--- config.mk ---
export PLATFORM = sky130hd
export DESIGN_NAME = mul_pipe_unit
export DESIGN_NICKNAME = d
export VERILOG_FILES = /design/src/rtl/mul_pipe_unit_pkg.sv /design/src/rtl/mul_pipe_unit_reg.sv /design/src/rtl/mul_pipe_unit.sv
export SDC_FILE = /design/constraint.sdc
export NUM_CORES = 2
export LEC_CHECK = 0
export CORE_ASPECT_RATIO = 1.5
export CORE_MARGIN = 1.5
export CORE_UTILIZATION = 55
export DETAILED_ROUTE_END_ITERATION = 7
export PLACE_DENSITY_LB_ADDON = 0.12
export SLEW_MARGIN = 30
export SYNTH_ARGS = -nofsm -noshare
export SYNTH_HDL_FRONTEND = slang
export SYNTH_SLANG_ARGS = --single-unit
--- constraint.sdc ---
create_clock -name clk -period 14.4 [get_ports clk]
set_input_delay 2.88 -clock clk [delete_from_list [all_inputs] [get_ports clk]]
set_output_delay 2.88 -clock clk [all_outputs]
set_load 0.02 [all_outputs]
--- src/rtl/mul_pipe_unit_pkg.sv ---
// Shared types and helpers for the pipelined RV32M multiplier.
// Operation encoding matches the funct3 ordering decode hands over.
package mul_pipe_unit_pkg;

  typedef enum logic [1:0] {
    MUL_OP_MUL    = 2'd0,
    MUL_OP_MULH   = 2'd1,
    MUL_OP_MULHSU = 2'd2,
    MUL_OP_MULHU  = 2'd3
  } mul_op_t;

  localparam int MUL_STAGES_DEFAULT = 4;

  function automatic logic op_a_signed(mul_op_t op);
    return op != MUL_OP_MULHU;
  endfunction

  function automatic logic op_b_signed(mul_op_t op);
    return (op == MUL_OP_MUL) || (op == MUL_OP_MULH);
  endfunction

  // Only plain MUL returns the low word; every high-half mode returns the upper word.
  function automatic logic op_returns_low(mul_op_t op);
    return op == MUL_OP_MUL;
  endfunction

endpackage

--- src/rtl/mul_pipe_unit_reg.sv ---
// One pipeline slot of the multiplier: a valid bit plus an opaque payload.
// Flush beats stall; the payload only loads on a valid entry so it holds between uses.
module mul_pipe_reg
  import mul_pipe_unit_pkg::*;
#(
  parameter int W = 8
) (
  input  logic         clk,
  input  logic         rst,
  input  logic         stall_i,
  input  logic         flush_i,
  input  logic         valid_i,
  input  logic [W-1:0] data_i,
  output logic         valid_o,
  output logic [W-1:0] data_o
);

  logic         valid_q;
  logic [W-1:0] data_q;

  // NOTE: state is written with <= so every slot samples its neighbour's old value.
  always_ff @(posedge clk) begin
    if (rst) begin
      valid_q <= 1'b0;
      // NOTE: the payload is reset as well because it drives out_rd/out_result directly.
      data_q  <= '0;
    end else if (flush_i) begin
      valid_q <= 1'b0;
    end else if (!stall_i) begin
      valid_q <= valid_i;
      if (valid_i) begin
        data_q <= data_i;
      end
    end
  end

  assign valid_o = valid_q;
  assign data_o  = data_q;

endmodule

--- src/rtl/mul_pipe_unit.sv ---
// Parametrised pipelined RV32M multiplier with stall, issue-kill, flush and
// a destination busy mask for the hazard unit.
module mul_pipe_unit
  import mul_pipe_unit_pkg::*;
#(
  parameter int XLEN   = 32,
  parameter int STAGES = MUL_STAGES_DEFAULT,
  parameter int NREGS  = 32,
  localparam int RD_W  = $clog2(NREGS)
) (
  input  logic            clk,
  input  logic            rst,
  input  logic            in_valid,
  input  logic [1:0]      in_op,
  input  logic [XLEN-1:0] in_a,
  input  logic [XLEN-1:0] in_b,
  input  logic [RD_W-1:0] in_rd,
  input  logic            stall_in,
  input  logic            kill_in,
  input  logic            flush_in,
  output logic            out_valid,
  output logic [RD_W-1:0] out_rd,
  output logic [XLEN-1:0] out_result,
  output logic [NREGS-1:0] busy_mask
);

  localparam int LAST = STAGES - 1;

  typedef struct packed {
    mul_op_t          op;
    logic [RD_W-1:0]  rd;
    logic [2*XLEN-1:0] prod;
  } mul_entry_t;

  mul_op_t                 issue_op;
  logic                    accept;
  logic signed [XLEN:0]    a_ext;
  logic signed [XLEN:0]    b_ext;
  logic signed [2*XLEN+1:0] prod_full;
  logic                    unused_prod_hi;

  logic [STAGES-1:0] stg_valid_d;
  logic [STAGES-1:0] stg_valid_q;
  mul_entry_t        stg_data_d [STAGES];
  mul_entry_t        stg_data_q [STAGES];

  assign issue_op = mul_op_t'(in_op);
  assign accept   = in_valid & ~kill_in & ~stall_in & ~flush_in;

  // One extra bit lets a single signed multiply cover all four sign combinations.
  assign a_ext     = {op_a_signed(issue_op) & in_a[XLEN-1], in_a};
  assign b_ext     = {op_b_signed(issue_op) & in_b[XLEN-1], in_b};
  assign prod_full = a_ext * b_ext;

  // The two guard bits above 2*XLEN never reach a result word.
  assign unused_prod_hi = ^prod_full[2*XLEN+1:2*XLEN];

  // The product is formed at issue and then carried; register balancing in
  // synthesis is expected to pull the trailing slots back into the multiplier.
  for (genvar k = 0; k < STAGES; k++) begin : g_stage
    if (k == 0) begin : g_head
      assign stg_valid_d[k] = accept;
      assign stg_data_d[k]  = '{op: issue_op, rd: in_rd, prod: prod_full[2*XLEN-1:0]};
    end else begin : g_body
      assign stg_valid_d[k] = stg_valid_q[k-1];
      assign stg_data_d[k]  = stg_data_q[k-1];
    end

    mul_pipe_reg #(
      .W($bits(mul_entry_t))
    ) u_reg (
      .clk     (clk),
      .rst     (rst),
      .stall_i (stall_in),
      .flush_i (flush_in),
      .valid_i (stg_valid_d[k]),
      .data_i  (stg_data_d[k]),
      .valid_o (stg_valid_q[k]),
      .data_o  (stg_data_q[k])
    );
  end

  assign out_valid  = stg_valid_q[LAST];
  assign out_rd     = stg_data_q[LAST].rd;
  assign out_result = op_returns_low(stg_data_q[LAST].op)
                    ? stg_data_q[LAST].prod[XLEN-1:0]
                    : stg_data_q[LAST].prod[2*XLEN-1:XLEN];

  // x0 is never a hazard, so it is kept out of the mask.
  always_comb begin
    // NOTE: the default assignment first keeps this block free of latches.
    busy_mask = '0;
    for (int k = 0; k < STAGES; k++) begin
      if (stg_valid_q[k] && (stg_data_q[k].rd != '0)) begin
        busy_mask[stg_data_q[k].rd] = 1'b1;
      end
    end
  end

endmodule

Cell area per tile:
Drawn at 1 px/um. 25 x 37 tiles, from black (low) to pale yellow (high), 0 to 100% covered.
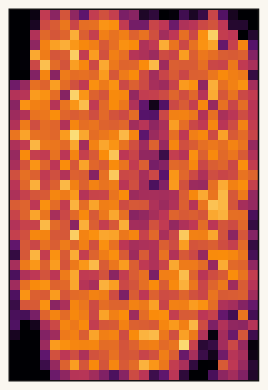
4.4% of the tiles are nearly empty. 14% of the tiles are over 75% full. The mean over all tiles is 55%.

Pin map:
Drawn at 1 px/um. Pins as bars across the die edge, other pins in gray.
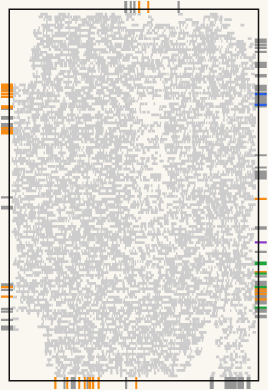
Orange shows in_b, pins 32, direction input, edge 15 left, 9 bottom, 6 right, 2 top. Blue shows in_op, pins 2, direction input, edge right. Purple shows stall_in, pins 1, direction input, edge right. Green shows out_rd, pins 5, direction output, edge right.
All pins by edge: 68 right, 37 bottom, 35 left, 7 top.

==> run summary <==
Status on the layout run. Share of synthesized registers carrying an async set or reset landed at 0%. Looking at the clock tree report, the H-tree level count equals 1. Starting DRC count in detailed routing landed at 2,232.

AND-OR/OR-AND share of the synthesized area landed at 6.81%. Per the layout report, the design carries 8,071 filler cells. Pin count of the biggest net entering global routing landed at 118. Data arrival time of the critical path landed at 12.29 ns. The checks that failed: DRC. TritonCTS built the clock tree. Total of warnings raised by yosys landed at 0.

Among all flip-flop cells after synthesis, the most frequent one is sky130_fd_sc_hd__dfxtp_1. Global route summary, busiest routing layer listed as met2. Per STA, the worst path accumulates the most delay in the family adder cells.

Number of flops mapped to enable cells by yosys landed at 0. Sorting the synthesis cell report by count puts at the top sky130_fd_sc_hd__nand2_1. Across the routed clock network, the largest skew measured is 0.0110 ns. First-pass GRT wire length landed at 221,000 um. Count of cells along the worst register-to-register path landed at 4. The root buffer cell chosen for the clock tree is sky130_fd_sc_hd__clkbuf_16.

In this run the critical register-to-register path is captured at g_stage[1].u_reg.data_o[16]. The type recorded for the worst min-delay path is reg -> reg. Routability-driven placement congestion ratio landed at 0.917.

Final max-slew violation count landed at 0.

The area taken by multi-input combinational cells is reported as 38,100 um^2. For this run the aggregate overflow at the end of global routing stands at 0. Yosys attributes the largest share of cell area to sky130_fd_sc_hd__fa_1, sky130_fd_sc_hd__dfxtp_1, sky130_fd_sc_hd__nand2_1. Well-tap cell count landed at 1,156. Per the area breakdown, the dominant cell category is logic gates. Basic-gate share of the synthesized area counting and, or, nand and nor cells landed at 17.4%.

Number of buffers other than clock buffers in the final layout landed at 220. The top cell types in the final layout, fill and taps aside, are sky130_fd_sc_hd__nand2_1, sky130_fd_sc_hd__fa_1, sky130_fd_sc_hd__inv_1, sky130_fd_sc_hd__and2_1, sky130_fd_sc_hd__a21oi_1. The routed design uses 68,800 um of met2 wire. Once detail routing completed, the nets flagged for antenna violations numbered 0.

In this design, the critical path's most frequently occurring cell is sky130_fd_sc_hd__fa_1. For the worst-skew pair, the clock arrives at the later sink with an insertion delay of 0.54 ns.

Cell resize tally after clock tree synthesis landed at 0. Final sum of negative setup slack landed at 0 ns. Worst hold slack landed at 0.444 ns.

Detailed-route wire length landed at 136,000 um. Number of primary I/O pins landed at 147. The library cell used most frequently in the layout, excluding fill and tap cells, is sky130_fd_sc_hd__nand2_1. Post-detailed-route DRC marker count landed at 20.

A synthesized cell averages 8.70 um^2. Clock network area share landed at 1.47%. Total placed cells including tap cells landed at 6,709. Layout-stage area growth over the synthesis result landed at 5.79%. Along the worst hold path, the cell count comes to 2. The flow ran to the end, but the final reports show violations.

In the synthesized netlist, the dominant kind of combinational cell is adder cells. Per the post-run analysis, buffers plus inverters along the critical path come to 8. Fraction of synthesized area in multiplexers landed at 0.872%.

Global-route track usage on met2 landed at 54.9%. Share of final-layout standard cells stronger than drive strength 1 landed at 3.72%. After floorplanning, the core was divided into 134 placement rows. Across all stage logs, warnings added up to 28. The highest layer touched by signal routing is met4. Buffers added to address setup during post-CTS repair amount to 0.

Flop and latch count out of synthesis landed at 288. Portion of synthesized cell area occupied by the leading cell type landed at 45.6%. Number of instances in the synthesized netlist landed at 5,675. Count of final hold-check violations landed at 0.

The via count of the first global-routing pass was 40,400. Setup repair after global routing left no endpoint under its margin. Detailed-routing wirelength on met1 landed at 52,800 um. Non-clock inverter instance count of the final layout landed at 1,116.
[how the worst max path moves through the flow]
| stage | from | end | slack (ns) | depth (start not counted) |
|---|---|---|---|---|
| final | in_a[31] | g_stage[0].u_reg.data_o[60] | 2.57 | 28 |
| after global routing | in_a[31] | g_stage[0].u_reg.data_o[60] | 2.16 | 28 |
| after CTS | in_a[31] | g_stage[0].u_reg.data_o[60] | 2.52 | 28 |
| after detailed placement | in_a[31] | g_stage[0].u_reg.data_o[60] | 1.98 | 28 |
| after global placement | in_a[31] | g_stage[0].u_reg.data_o[60] | 2.11 | 28 |
| after floorplan | in_a[31] | g_stage[0].u_reg.data_o[60] | 3.72 | 27 |
